===== src/rtl/wgt_loader_pkg.sv =====
// Shared definitions for the weight loader: kernel mode encodings, FSM state
// encodings and the mode -> (kernel rows, bytes per row) geometry lookup.
package wgt_loader_pkg;

    localparam logic [1:0] MODE_2X3X3 = 2'b00;
    localparam logic [1:0] MODE_4X4   = 2'b01;
    localparam logic [1:0] MODE_5X5   = 2'b10;
    localparam logic [1:0] MODE_6X6   = 2'b11;

    // Lane / row counters never exceed 6, so 3 bits cover every mode.
    localparam int LANE_W = 3;

    typedef logic [1:0] state_t;
    localparam state_t S_IDLE  = 2'd0;
    localparam state_t S_LOAD  = 2'd1;
    localparam state_t S_WRITE = 2'd2;
    localparam state_t S_DONE  = 2'd3;

    typedef struct packed {
        logic [LANE_W-1:0] k;   // kernel rows written per slot
        logic [LANE_W-1:0] n;   // bytes packed into each row
    } geom_t;

    function automatic geom_t mode_geom(input logic [1:0] mode);
        geom_t g;
        case (mode)
            MODE_2X3X3: begin g.k = 3'd3; g.n = 3'd6; end
            MODE_4X4:   begin g.k = 3'd4; g.n = 3'd4; end
            MODE_5X5:   begin g.k = 3'd5; g.n = 3'd5; end
            MODE_6X6:   begin g.k = 3'd6; g.n = 3'd6; end
            default:    begin g.k = 3'd6; g.n = 3'd6; end
        endcase
        return g;
    endfunction

endpackage


===== src/rtl/wgt_loader_row_packer.sv =====
// Byte-to-row packer: collects accepted bytes into ascending lanes and offers
// the row as it will look once the byte being pushed this cycle is included,
// so the loader can register a complete row on the last byte's handshake.
module wgt_row_packer
    import wgt_loader_pkg::*;
#(
    parameter int DATA_WIDTH = 8,
    parameter int COLUMN_NUM = 6
) (
    input  logic                             i_clk,
    input  logic                             i_rst,
    input  logic                             i_clr,
    input  logic                             i_push,
    input  logic [DATA_WIDTH-1:0]            i_data,
    input  logic [LANE_W-1:0]                i_n,
    output logic                             o_last,
    output logic [COLUMN_NUM*DATA_WIDTH-1:0] o_row_next
);

    logic [LANE_W-1:0]                       lane_q;
    logic [COLUMN_NUM-1:0][DATA_WIDTH-1:0]   lanes_q;
    logic [COLUMN_NUM-1:0][DATA_WIDTH-1:0]   lanes_d;

    // Merge the incoming byte into its lane; untouched lanes keep their value.
    always_comb begin
        lanes_d = lanes_q;
        for (int j = 0; j < COLUMN_NUM; j++) begin
            if (i_push && (lane_q == LANE_W'(j))) begin
                lanes_d[j] = i_data;
            end else begin
                lanes_d[j] = lanes_q[j];
            end
        end
    end

    assign o_row_next = lanes_d;
    assign o_last     = i_push && (lane_q == (i_n - 3'd1));

    // Lane storage: cleared on reset or after a row write, filled per handshake.
    always_ff @(posedge i_clk) begin
        if (i_rst || i_clr) begin
            lane_q  <= '0;
            lanes_q <= '0;
        end else if (i_push) begin
            lane_q  <= lane_q + 3'd1;
            lanes_q <= lanes_d;
        end else begin
            lane_q  <= lane_q;
            lanes_q <= lanes_q;
        end
    end

endmodule


===== src/rtl/wgt_loader.sv =====
// Weight loader: accepts a byte stream, packs it into PE rows according to the
// kernel mode and writes K rows per slot into the per-row weight memories.
// Every output is a register loaded from the FSM's next-state view, so a
// row write is visible in the cycle right after its last byte is accepted.
module wgt_loader
    import wgt_loader_pkg::*;
#(
    parameter int DATA_WIDTH      = 8,
    parameter int ROW_NUM         = 6,
    parameter int COLUMN_NUM      = 6,
    parameter int WMEM_ADDR_WIDTH = 7,
    parameter int ROW_DATA_WIDTH  = DATA_WIDTH * COLUMN_NUM
) (
    input  logic                       i_clk,
    input  logic                       i_rst,
    input  logic                       i_start,
    input  logic [1:0]                 i_mode,
    input  logic [WMEM_ADDR_WIDTH-1:0] i_base_addr,
    input  logic [WMEM_ADDR_WIDTH-1:0] i_num_slots,
    input  logic [DATA_WIDTH-1:0]      i_data,
    input  logic                       i_valid,
    output logic                       o_ready,
    output logic [COLUMN_NUM-1:0]      o_wmem_wr_en,
    output logic [WMEM_ADDR_WIDTH-1:0] o_wmem_wr_addr,
    output logic [ROW_DATA_WIDTH-1:0]  o_wmem_wr_data,
    output logic                       o_busy,
    output logic                       o_done
);

    localparam int ROW_W = $clog2(ROW_NUM);

    state_t                     state_q, state_d;
    logic [LANE_W-1:0]          k_q, k_d;
    logic [LANE_W-1:0]          n_q, n_d;
    logic [ROW_W-1:0]           row_q, row_d;
    logic [WMEM_ADDR_WIDTH-1:0] addr_q, addr_d;
    logic [WMEM_ADDR_WIDTH-1:0] slots_q, slots_d;

    logic                       ready_q;
    logic [COLUMN_NUM-1:0]      wr_en_q, wr_en_d;
    logic [WMEM_ADDR_WIDTH-1:0] wr_addr_q, wr_addr_d;
    logic [ROW_DATA_WIDTH-1:0]  wr_data_q, wr_data_d;
    logic                       busy_q;
    logic                       done_q;

    geom_t                      geom_s;
    logic                       push_s;
    logic                       clr_s;
    logic                       last_s;
    logic [ROW_DATA_WIDTH-1:0]  row_next_s;
    logic [COLUMN_NUM-1:0]      one_s;

    assign geom_s = mode_geom(i_mode);
    assign push_s = i_valid && ready_q;
    assign clr_s  = (state_q == S_WRITE);
    assign one_s  = COLUMN_NUM'(1'b1);

    wgt_row_packer #(
        .DATA_WIDTH (DATA_WIDTH),
        .COLUMN_NUM (COLUMN_NUM)
    ) u_packer (
        .i_clk      (i_clk),
        .i_rst      (i_rst),
        .i_clr      (clr_s),
        .i_push     (push_s),
        .i_data     (i_data),
        .i_n        (n_q),
        .o_last     (last_s),
        .o_row_next (row_next_s)
    );

    // FSM next state: slot/row sequencing and parameter latching at start.
    always_comb begin
        state_d = state_q;
        k_d     = k_q;
        n_d     = n_q;
        row_d   = row_q;
        addr_d  = addr_q;
        slots_d = slots_q;
        case (state_q)
            S_IDLE: begin
                if (i_start) begin
                    k_d     = geom_s.k;
                    n_d     = geom_s.n;
                    addr_d  = i_base_addr;
                    slots_d = i_num_slots;
                    row_d   = '0;
                    if (i_num_slots == '0) begin
                        state_d = S_DONE;
                    end else begin
                        state_d = S_LOAD;
                    end
                end else begin
                    state_d = S_IDLE;
                end
            end
            S_LOAD: begin
                if (last_s) begin
                    state_d = S_WRITE;
                end else begin
                    state_d = S_LOAD;
                end
            end
            S_WRITE: begin
                if (row_q == ROW_W'(k_q - 3'd1)) begin
                    if (slots_q == WMEM_ADDR_WIDTH'(1'b1)) begin
                        state_d = S_DONE;
                    end else begin
                        row_d   = '0;
                        addr_d  = addr_q + WMEM_ADDR_WIDTH'(1'b1);
                        slots_d = slots_q - WMEM_ADDR_WIDTH'(1'b1);
                        state_d = S_LOAD;
                    end
                end else begin
                    row_d   = row_q + ROW_W'(1'b1);
                    state_d = S_LOAD;
                end
            end
            S_DONE: begin
                state_d = S_IDLE;
            end
            default: begin
                state_d = S_IDLE;
            end
        endcase
    end

    // Output next values: the write port only changes when entering WRITE.
    always_comb begin
        wr_en_d   = '0;
        wr_addr_d = wr_addr_q;
        wr_data_d = wr_data_q;
        if (state_d == S_WRITE) begin
            wr_en_d   = one_s << row_d;
            wr_addr_d = addr_q;
            wr_data_d = row_next_s;
        end else begin
            wr_en_d   = '0;
        end
    end

    // State and output registers; reset abandons any load in progress.
    always_ff @(posedge i_clk) begin
        if (i_rst) begin
            state_q   <= S_IDLE;
            k_q       <= '0;
            n_q       <= '0;
            row_q     <= '0;
            addr_q    <= '0;
            slots_q   <= '0;
            ready_q   <= 1'b0;
            wr_en_q   <= '0;
            wr_addr_q <= '0;
            wr_data_q <= '0;
            busy_q    <= 1'b0;
            done_q    <= 1'b0;
        end else begin
            state_q   <= state_d;
            k_q       <= k_d;
            n_q       <= n_d;
            row_q     <= row_d;
            addr_q    <= addr_d;
            slots_q   <= slots_d;
            ready_q   <= (state_d == S_LOAD);
            wr_en_q   <= wr_en_d;
            wr_addr_q <= wr_addr_d;
            wr_data_q <= wr_data_d;
            busy_q    <= (state_d != S_IDLE);
            done_q    <= (state_d == S_DONE);
        end
    end

    assign o_ready        = ready_q;
    assign o_wmem_wr_en   = wr_en_q;
    assign o_wmem_wr_addr = wr_addr_q;
    assign o_wmem_wr_data = wr_data_q;
    assign o_busy         = busy_q;
    assign o_done         = done_q;

endmodule


===== config.mk =====
export PLATFORM = sky130hd
export DESIGN_NAME = wgt_loader
export DESIGN_NICKNAME = d
export VERILOG_FILES = /design/src/rtl/wgt_loader_pkg.sv /design/src/rtl/wgt_loader_row_packer.sv /design/src/rtl/wgt_loader.sv
export SDC_FILE = /design/constraint.sdc
export NUM_CORES = 1
export LEC_CHECK = 0
export ABC_AREA = 1
export CAP_MARGIN = 20
export CORE_ASPECT_RATIO = 2
export CORE_MARGIN = 2
export CORE_UTILIZATION = 50
export CTS_BUF_LIST = sky130_fd_sc_hd__clkbuf_2
export DETAILED_ROUTE_END_ITERATION = 10
export GPL_TIMING_DRIVEN = 0
export PLACE_DENSITY = 0.8
export SYNTH_ARGS = -nofsm -noshare
export SYNTH_HDL_FRONTEND = slang
export SYNTH_SLANG_ARGS = --single-unit

===== constraint.sdc =====
create_clock -name i_clk -period 3.85 [get_ports i_clk]
set_input_delay 0.5775 -clock i_clk [delete_from_list [all_inputs] [get_ports i_clk]]
set_output_delay 0.5775 -clock i_clk [all_outputs]
set_load 0.01 [all_outputs]

Figure 1. Track usage over the die.
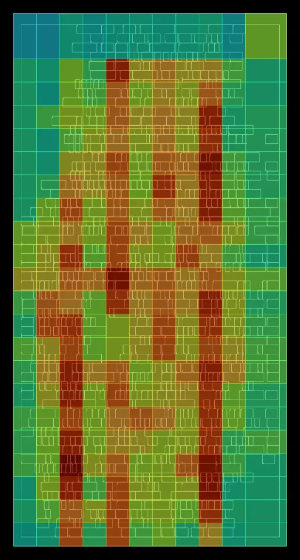
routed len/inst: 13.17 um
M3 GR Usage: 0.05102
utilization after layout: 0.6244
met1 Track Usage GR: 0.2327

Figure 2. Register map, names as in the netlist.
Bar = 20 um. Other sequential cells in the stronger gray, the rest of the logic in the fainter gray.
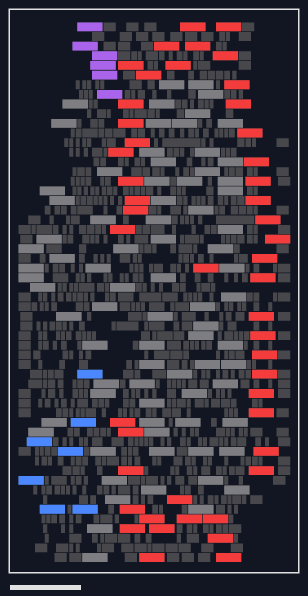
`o_wmem_wr_data` -> red  # flops 48
`o_wmem_wr_en` -> purple  # flops 6
`addr_q` -> blue  # flops 7, where south-west

Figure 3. Nets reached from selected ports.
Bar = 20 um.
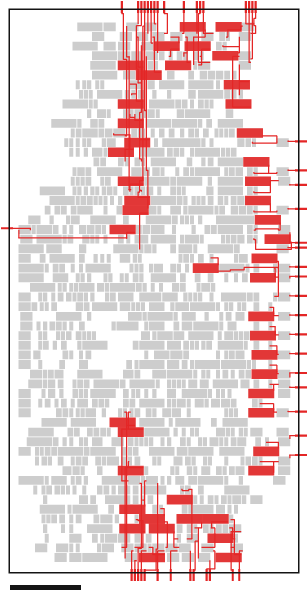
`o_wmem_wr_data` -> red  # bits 48, direction output, end cells 48, buffers 48, wire 1140 um

==> CHANGELOG.md <==
## Flow update

* Adder-Cell Fraction of Synth Area at 0.02728
* Ant. Diodes at 1
* Max Cap Viol at 0
* CP top delay family: buffers and inverters
* CP Max Fanout at 2
* M2 GR Usage at 0.4337
* FF-to-FF Start: k_q[1]$_SDFFE_PP0P_
* Top layer in use: met4
* DP Area at 7054 um2
* Total GRT Usage at 0.2322
* Cell count listed in synth_stat.txt at 801
* Synth area leader: dfxtp_1
* Worst min-delay path class: flop to flop
* Grt total ovfl at 0
* Comb area at 2497 um2
* Largest net degree at the start of global routing at 17
* Count of library flops with an enable pin at 0
* Clk Tree Root Cell: clkbuf_2
* FP Core Util at 0.5095
* Port buffer count at 91
* Slowest library cell on the worst path: clkdlybuf4s50_1
* Slowest Stage Delay on Critical Path at 0.57 ns
* First-pass GRT wire length at 22930 um
* Synthesized cell area at 5962 um2
* Vias/cell at 4.925
* Detail Route met3 WL at 500 um
* Placed insts at 1037
* Leakage at 2.969 nW
* Area of the core at 11700 um2
* Clk buf depth at 2
* Yosys synthesis chip area at 5962 um2
* NumNets Final at 952
* Initial DRC count at 208
* Final tally of hold violations at 0
* XOR Share, Synth at 0.004407
* CP Cell Sequence: clkdlybuf4s50_1
* Top logic family: simple AND/OR/NAND/NOR gates
* Htree depth at 4
* Most Crowded Layer GR: met2
* Final worst slack at 1.579 ns
* Fillers at 1059
* Number of remaining DRC errors at 0
* Fin crit period at 2.271 ns
* Hold EP: o_wmem_wr_data[8]$_SDFFE_PP0N_
* Logic Gate Count at 500
* Syn nets at 842
* Area share, top type at 0.4667
* Worst Path Required at 3.27 ns
* CTS-repair resized insts at 0
* Non-Filler Instances at 1070
* Mapped Avg Cell Area at 7.443 um2
* Die x size at 81.22 um
* Fin. max-slew vios at 0
* Wire length on met1 at 5233 um
* Clock Skew at 0.05057 ns
* R2r setup slk at 1.90 ns
* GPL Wtd Cong at 0.9069
* Critical path class: flop to primary output
* Crit end category: primary output
* Clkbuf count at 17
* WP data arrival at 1.69 ns
* Status: complete, no violations
* CTS tree: built
* Top Layout Cells: dfxtp_1 (139), nand2_1 (137), inv_1 (122)
* Top cell category: registers
* Reg2Reg Depth at 8
* Setup Slack @ Placement at 1.419 ns
==> worst max path at each step <==
stage / from / end / slack, ns / cells past startpoint
floorplan: i_valid / o_wmem_wr_data[16]$_SDFFE_PP0N_ / 2.23 / 8
global placement: i_valid / o_wmem_wr_data[17]$_SDFFE_PP0N_ / 1.45 / 8
detailed placement: i_valid / o_wmem_wr_data[17]$_SDFFE_PP0N_ / 1.42 / 9
CTS: o_ready$_SDFF_PP0_ / o_ready / 1.54 / 1
global route: o_ready$_SDFF_PP0_ / o_ready / 1.46 / 1
finish: o_ready$_SDFF_PP0_ / o_ready / 1.58 / 1
==> power breakdown <==
part	total, mW	leakage (nW)	internal [mW]	switching, mW
registers	1.50	1.13	1.48	0.0245
logic	0.259	1.71	0.0995	0.159
clock network	0.886	0.136	0.308	0.579
total	2.64	2.97	1.88	0.762
Power is estimated from default activity; no workload was simulated.
